## src/rtl/latex_stream_receiver.sv

```systemverilog
// latex_stream_receiver: captures one NUL-terminated line of packed-ASCII
// LaTeX characters, tracking length, XOR checksum and brace balance, and
// exposes the captured buffer through a registered read port.
module latex_stream_receiver #(
  parameter int DEPTH   = 32,
  parameter int AW      = 5,
  parameter int TIMEOUT = 255
) (
  input  logic          clk,
  input  logic          rst_n,
  input  logic          start,
  input  logic [7:0]    char_in,
  input  logic          char_valid,
  output logic          char_ready,
  input  logic [AW-1:0] rd_addr,
  output logic [7:0]    rd_data,
  output logic          busy,
  output logic          done,
  output logic [AW:0]   len,
  output logic [7:0]    csum,
  output logic          brace_err,
  output logic          overflow,
  output logic          timeout
);

  typedef enum logic [1:0] {
    IDLE    = 2'd0,
    CAPTURE = 2'd1,
    DONE    = 2'd2
  } state_e;

  localparam logic [7:0] TIMEOUT_L = 8'(TIMEOUT);
  localparam logic [7:0] CH_NUL    = 8'h00;
  localparam logic [7:0] CH_LBRACE = 8'h7B;
  localparam logic [7:0] CH_RBRACE = 8'h7D;
  localparam logic [3:0] DEPTH_MAX = 4'd15;

  state_e state_q, state_d;

  logic          start_q, start_d;
  logic [AW:0]   len_q, len_d;
  logic [7:0]    csum_q, csum_d;
  logic [3:0]    depth_q, depth_d;
  logic [7:0]    idle_q, idle_d;
  logic          brace_err_q, brace_err_d;
  logic          overflow_q, overflow_d;
  logic          timeout_q, timeout_d;
  logic [7:0]    rd_data_q, rd_data_d;

  logic [7:0]    mem_q [DEPTH];
  logic          wr_en;
  logic [AW-1:0] wr_addr;
  logic [7:0]    wr_data;

  logic start_edge;
  logic arm;
  logic xfer;
  logic is_nul;
  logic idle_expire;

  assign start_edge  = start & ~start_q;
  assign arm         = start_edge & (state_q != CAPTURE);
  assign xfer        = char_valid & (state_q == CAPTURE);
  assign is_nul      = (char_in == CH_NUL);
  assign idle_expire = (state_q == CAPTURE) & ~xfer & ((idle_q + 8'd1) == TIMEOUT_L);

  // State register.
  always_ff @(posedge clk or negedge rst_n) begin
    // NOTE: sequential state is updated with <= so every flop samples the
    // pre-edge values; blocking = here would create order-dependent races.
    if (!rst_n) state_q <= IDLE;
    else        state_q <= state_d;
  end

  // Next-state logic: arm from IDLE/DONE, finish on NUL or idle expiry.
  always_comb begin
    // NOTE: every comb output gets a default first so no path infers a latch.
    state_d = state_q;
    case (state_q)
      IDLE:    if (arm) state_d = CAPTURE;
      CAPTURE: if ((xfer && is_nul) || idle_expire) state_d = DONE;
      DONE:    if (arm) state_d = CAPTURE;
      default: state_d = IDLE;
    endcase
  end

  // Output decode: handshake and status follow the registered state only.
  always_comb begin
    char_ready = 1'b0;
    busy       = 1'b0;
    done       = 1'b0;
    case (state_q)
      CAPTURE: begin
        char_ready = 1'b1;
        busy       = 1'b1;
      end
      DONE:    done = 1'b1;
      default: ;
    endcase
  end

  // Datapath next values: clear on arm, update length/checksum/braces per
  // accepted character, run the idle timer on empty capture cycles.
  always_comb begin
    start_d     = start;
    len_d       = len_q;
    csum_d      = csum_q;
    depth_d     = depth_q;
    idle_d      = idle_q;
    brace_err_d = brace_err_q;
    overflow_d  = overflow_q;
    timeout_d   = timeout_q;
    wr_en       = 1'b0;
    wr_addr     = len_q[AW-1:0];
    wr_data     = char_in;
    rd_data_d   = mem_q[rd_addr];

    if (arm) begin
      len_d       = '0;
      csum_d      = '0;
      depth_d     = '0;
      idle_d      = '0;
      brace_err_d = 1'b0;
      overflow_d  = 1'b0;
      timeout_d   = 1'b0;
    end else if (state_q == CAPTURE) begin
      if (xfer) begin
        idle_d = '0;
        if (is_nul) begin
          if (depth_q != 4'd0) brace_err_d = 1'b1;
        end else begin
          csum_d = csum_q ^ char_in;
          // len_q[AW] set means the buffer already holds DEPTH characters.
          if (!len_q[AW]) begin
            wr_en = 1'b1;
            len_d = len_q + {{AW{1'b0}}, 1'b1};
          end else begin
            overflow_d = 1'b1;
          end
          if (char_in == CH_LBRACE) begin
            if (depth_q != DEPTH_MAX) depth_d = depth_q + 4'd1;
          end else if (char_in == CH_RBRACE) begin
            if (depth_q == 4'd0) brace_err_d = 1'b1;
            else                 depth_d     = depth_q - 4'd1;
          end
        end
      end else begin
        idle_d = idle_q + 8'd1;
        if (idle_expire) begin
          timeout_d = 1'b1;
          if (depth_q != 4'd0) brace_err_d = 1'b1;
        end
      end
    end
  end

  // Datapath and read-port registers.
  always_ff @(posedge clk or negedge rst_n) begin
    if (!rst_n) begin
      start_q     <= 1'b0;
      len_q       <= '0;
      csum_q      <= '0;
      depth_q     <= '0;
      idle_q      <= '0;
      brace_err_q <= 1'b0;
      overflow_q  <= 1'b0;
      timeout_q   <= 1'b0;
      rd_data_q   <= '0;
    end else begin
      start_q     <= start_d;
      len_q       <= len_d;
      csum_q      <= csum_d;
      depth_q     <= depth_d;
      idle_q      <= idle_d;
      brace_err_q <= brace_err_d;
      overflow_q  <= overflow_d;
      timeout_q   <= timeout_d;
      rd_data_q   <= rd_data_d;
    end
  end

  // Character buffer write port; a same-cycle read sees the old contents.
  always_ff @(posedge clk) begin
    // NOTE: the buffer is deliberately left out of reset so it maps onto
    // plain RAM; reads beyond len return whatever was last written.
    if (wr_en) mem_q[wr_addr] <= wr_data;
  end

  assign rd_data   = rd_data_q;
  assign len       = len_q;
  assign csum      = csum_q;
  assign brace_err = brace_err_q;
  assign overflow  = overflow_q;
  assign timeout   = timeout_q;

endmodule

```

## config.mk

```make
export PLATFORM = sky130hd
export DESIGN_NAME = latex_stream_receiver
export DESIGN_NICKNAME = d
export VERILOG_FILES = /design/src/rtl/latex_stream_receiver.sv
export SDC_FILE = /design/constraint.sdc
export NUM_CORES = 1
export LEC_CHECK = 0
export ABC_CLOCK_PERIOD_IN_PS = 2300
export CAP_MARGIN = 5
export CORE_ASPECT_RATIO = 2
export CORE_UTILIZATION = 55
export CTS_CLUSTER_SIZE = 28
export DETAILED_ROUTE_END_ITERATION = 7
export GPL_ROUTABILITY_DRIVEN = 0
export PLACE_DENSITY = 0.75
export SYNTH_ARGS = -nofsm -noshare
export SYNTH_HDL_FRONTEND = slang
export SYNTH_SLANG_ARGS = --single-unit
```

## constraint.sdc

```tcl
create_clock -name clk -period 2.3 [get_ports clk]
set_input_delay 0.46 -clock clk [delete_from_list [all_inputs] [get_ports clk]]
set_output_delay 0.46 -clock clk [all_outputs]
set_load 0.03 [all_outputs]
```

### Cell area per tile, run 1

Scale: 2 px per um. The die is cut into 11 by 21 equal tiles; black is low, pale yellow is high, 0 to 100% covered.
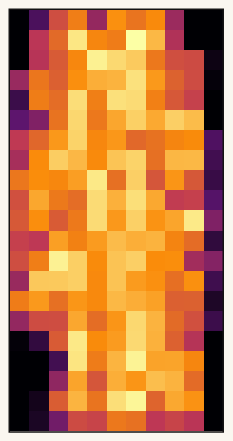
The emptiest ninth of the die: south-west. 9.5% of the tiles are nearly empty. The mean over all tiles is 62%. The fullest tile reaches 100%.

### Placed cells, one color a class, run 1

Scale: 1.5 px per um.
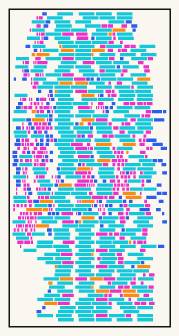
Key: magenta = remaining logic cells [cells 374]; blue = remaining buffers and delay cells [cells 130]; cyan = registers [cells 296]; orange = clock drivers and dummy loads [cells 44]

### I/O pins on the die edge, run 1

Scale: 2 px per um. Pins as bars across the die edge, other pins in gray.
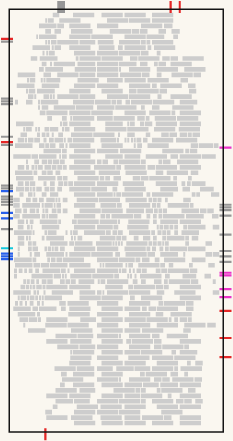
Key: cyan = brace_err [pins 1, direction output, edge west]; magenta = rd_addr [pins 5, direction input, edge east]; blue = len [pins 6, direction output, edge west]; red = char_in [pins 8, direction input, edge 3 east, 2 west, 2 north, 1 south]
All pins by edge: 22 west, 16 east, 6 north, 1 south.
Die H: 211 um
number of port buffers: 44
Die X-Extent: 106 um

==> changes_impl.md, run 1 <==
### Physical design

- Cell variety after synth: 58
- Filler instances: 1468
- Core area: 21400 um^2
- Most flops, register: mem_q
- Worst R2R Start: state_q[1]
- Synth Area per Inst: 17.0 um^2
- Wire length on met3: 1.20 mm
- Logic family by area: multiplexers
- Final WL: 27.1 mm
- CTS Hold Bufs: 0
- Met3 Use GR: 0.0284
- Max-cap violations: 0
- Worst-path clk slew: 0.07 ns
- Synth Register Bits: 296
- Met2 routed wirelength: 15.0 mm
- H-tree depth: 1
- Clk sinks: 296
- Final period utilization: 0.957
- Mapped Area: 12000 um^2
- Number of global-route vias before repair: 7063
- Tapcell Cnt: 273
- Post-CTS sizing: 4
- Max VDD drop: 0.000583 V
- Top class by area: sequential cells
- Initial antenna violation count: 1
- Worst Setup SP: state_q[1]
- Final cell count without fillers: 1117
- Clock group total power: 4.32 mW
- CTS tree: yes
- Clk_buf instances: 28
- Non-clock buffers: 130
- Skew final: 0.0101 ns
- Post-layout util: 0.660
- First-pass GRT wire length: 41.2 mm
- Pre-antenna DRT Iters: 5
- Final setup viols: 0
- Pwr per Cell Area: 912 nW/um^2
- Worst setup margin: 0.0985 ns
- Row Count: 76
- Top-count cell post-synth: edfxtp_1
- P_int: 9.52 mW
- Logic inverters: 8
- Layout cells sized above 1: 0.276
- Clk pwr share: 0.335
- YS warnings: 0
- Crit-path max FO: 8
- N_diodes: 0
- Cell at the slowest stage of the critical path: dlygate4sd2_1
- Synth top area share: 0.642
- Total CTS buffers: 24
- Post-DR vias/cell: 6.04
- Outcome: finished clean
- Seq area share: 0.615
- Tool warning count: 30
- Register area: 8690 um^2
- Seq cells: 296
- Comb area: 3070 um^2
- ClkCell Share: 0.0592
- Synth cell count leaders: edfxtp_1 (256), mux2_2 (65), nor2_1 (54)
- Nets: 852
- Crit path capture: busy
- Syn Nets: 730
- Leakage: 4.95 nW
- CP Capture Type: primary output
- Uppermost layer routed: met4
- Register share after synthesis: 0.726
- RSZ-0062 raised after global routing: false
- CP Launch Type: register
- Post-synth top flop: edfxtp_1
- Final HPWL DP: 18.4 mm
- Worst R2R Setup Slack: 0.47 ns
- Comb area share: 0.218
- Pins over their slew limit: 0
- Routed via count: 6749
- Detail Route Antenna Nets: 0
- Critical Path, Cell by Cell: nand2b_1, inv_1, dlygate4sd2_1
- Critical path class: reg2out
- Late-Pin Clk Latency: 0.52 ns
- Max-slew headroom at the worst pin: 0.242
- Yosys stat chip area: 12000 um^2
- Fmax: 0.454 GHz
- Min-Delay Path Class: in2async
- Sequential power: 6.49 mW
- Final global-route overflow total: 0
- Yosys Instances: 704
- Crit path DRT: 1.84 ns
- Simple share: 0.0667
- Adders+Majority by Area: 0.0100
- Non-clock buffer share of cell area: 0.0820
- Global-route usage over all layers: 0.252
- Power, Total: 12.9 mW
- Hold WS: 0.0937 ns
- Placed insts: 1073
- Setup Fix Bufs, Post-CTS: 0
- Xor/xnor share: 0.0102
- Pin count of the biggest net entering global routing: 53
- R2R depth: 5
- P_comb: 2.07 mW
- Post-synth top area cell: edfxtp_1
- Setup TNS: 0 ns
- Multiplexer share: 0.122
- Final hold viol count: 0
- DRC viols: 0
- Syn-to-layout area delta: 18.1%
- Logic pwr share: 0.161
- Fin area: 14100 um^2
- Placement Cell Area: 13300 um^2
- Root buffer cell: clkbuf_16
- Fin crit period: 2.20 ns
- Met2 usage: 0.467
- Busiest grt layer: met2
- Sw frac: 0.261
- Top Consumer: registers
- Stages on the worst setup path: 3
- CP bufs+invs: 2
- Top area cell types: edfxtp_1 (64%), dfrtp_1 (8.4%), mux2_2 (6.1%)
- EDFF count, synth: 256
- Slew at the pin closest to its max-slew limit: 1.13 ns
- Comb gates: 366
- Largest register FFs: 256
- Clock buffer depth: 3
- Met1 Resource Use GR: 0.280
==> run 2, diff against run 1 <==
Settings changed: SLEW_MARGIN set to 20.
### Cell area per tile, run 2

Scale: 2 px per um. The die is cut into 11 by 21 equal tiles; black is low, pale yellow is high, 0 to 100% covered.
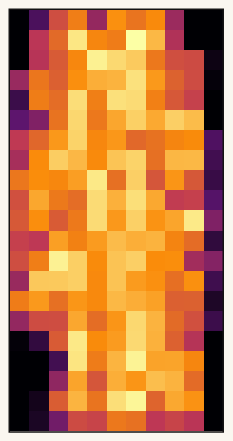
The emptiest ninth of the die: south-west. 9.5% of the tiles are nearly empty. The mean over all tiles is 62%. The fullest tile reaches 100%. 40% of the tiles are over 75% full.
Initial Util: 0.559
post-layout util: 0.660
core area: 21400 um^2

==> run 2 against run 1 <==
  * Clock skew unchanged
  * Clock power about the same
  * Largest power group unchanged
  * Total power unchanged
  * Combinational power barely moved
  * Utilization is the same
  * Worst setup slack stayed put
  * Non-clock buffer count unchanged
  * Critical path depth unchanged
  * Global-route usage stayed put
  * Worst hold slack is the same
  * First-iteration DRC count unchanged
  * Cell count unchanged
==> changes_impl.md, run 2 <==
### Physical design

- Tool warning count: 30
- Busiest grt layer: met2
- Placement Cell Area: 13300 um^2
- Row Count: 76
- Placed insts: 1073
- N_diodes: 0
- Hold WS: 0.0937 ns
- Logic family by area: multiplexers
- Xor/xnor share: 0.0102
- Non-clock buffer share of cell area: 0.0820
- Clock buffer depth: 3
- Post-synth top flop: edfxtp_1
- CP Launch Type: register
- Cell variety after synth: 58
- Sw frac: 0.261
- CTS tree: yes
- Fmax: 0.454 GHz
- Outcome: finished clean
- Final cell count without fillers: 1117
- Skew final: 0.0101 ns
- Critical path class: reg2out
- Seq cells: 296
- Register area: 8690 um^2
- First-pass GRT wire length: 41.2 mm
- Crit path capture: busy
- Non-clock buffers: 130
- Worst Setup SP: state_q[1]
- Root buffer cell: clkbuf_16
- Final setup viols: 0
- P_int: 9.52 mW
- Synth Area per Inst: 17.0 um^2
- Max VDD drop: 0.000583 V
- Crit path DRT: 1.84 ns
- Logic pwr share: 0.161
- Total CTS buffers: 24
- Slew at the pin closest to its max-slew limit: 1.13 ns
- Simple share: 0.0667
- Final period utilization: 0.957
- Worst-path clk slew: 0.07 ns
- Power, Total: 12.9 mW
- Comb area: 3070 um^2
- CP bufs+invs: 2
- Worst R2R Start: state_q[1]
- Setup Fix Bufs, Post-CTS: 0
- Worst setup margin: 0.0985 ns
- Stages on the worst setup path: 3
- Fin crit period: 2.20 ns
- EDFF count, synth: 256
- Number of global-route vias before repair: 7063
- Pins over their slew limit: 0
- Setup TNS: 0 ns
- Syn Nets: 730
- Final WL: 27.1 mm
- Die X-Extent: 106 um
- Met3 Use GR: 0.0284
- Layout cells sized above 1: 0.276
- Uppermost layer routed: met4
- Pre-antenna DRT Iters: 5
- Met2 usage: 0.467
- Max-cap violations: 0
- Nets: 852
- Clk_buf instances: 28
- Fin area: 14100 um^2
- Met1 Resource Use GR: 0.280
- Leakage: 4.95 nW
- Largest register FFs: 256
- Routed via count: 6749
- H-tree depth: 1
- Pwr per Cell Area: 912 nW/um^2
- DRC viols: 0
- Clock group total power: 4.32 mW
Power is estimated from default activity; no workload was simulated.
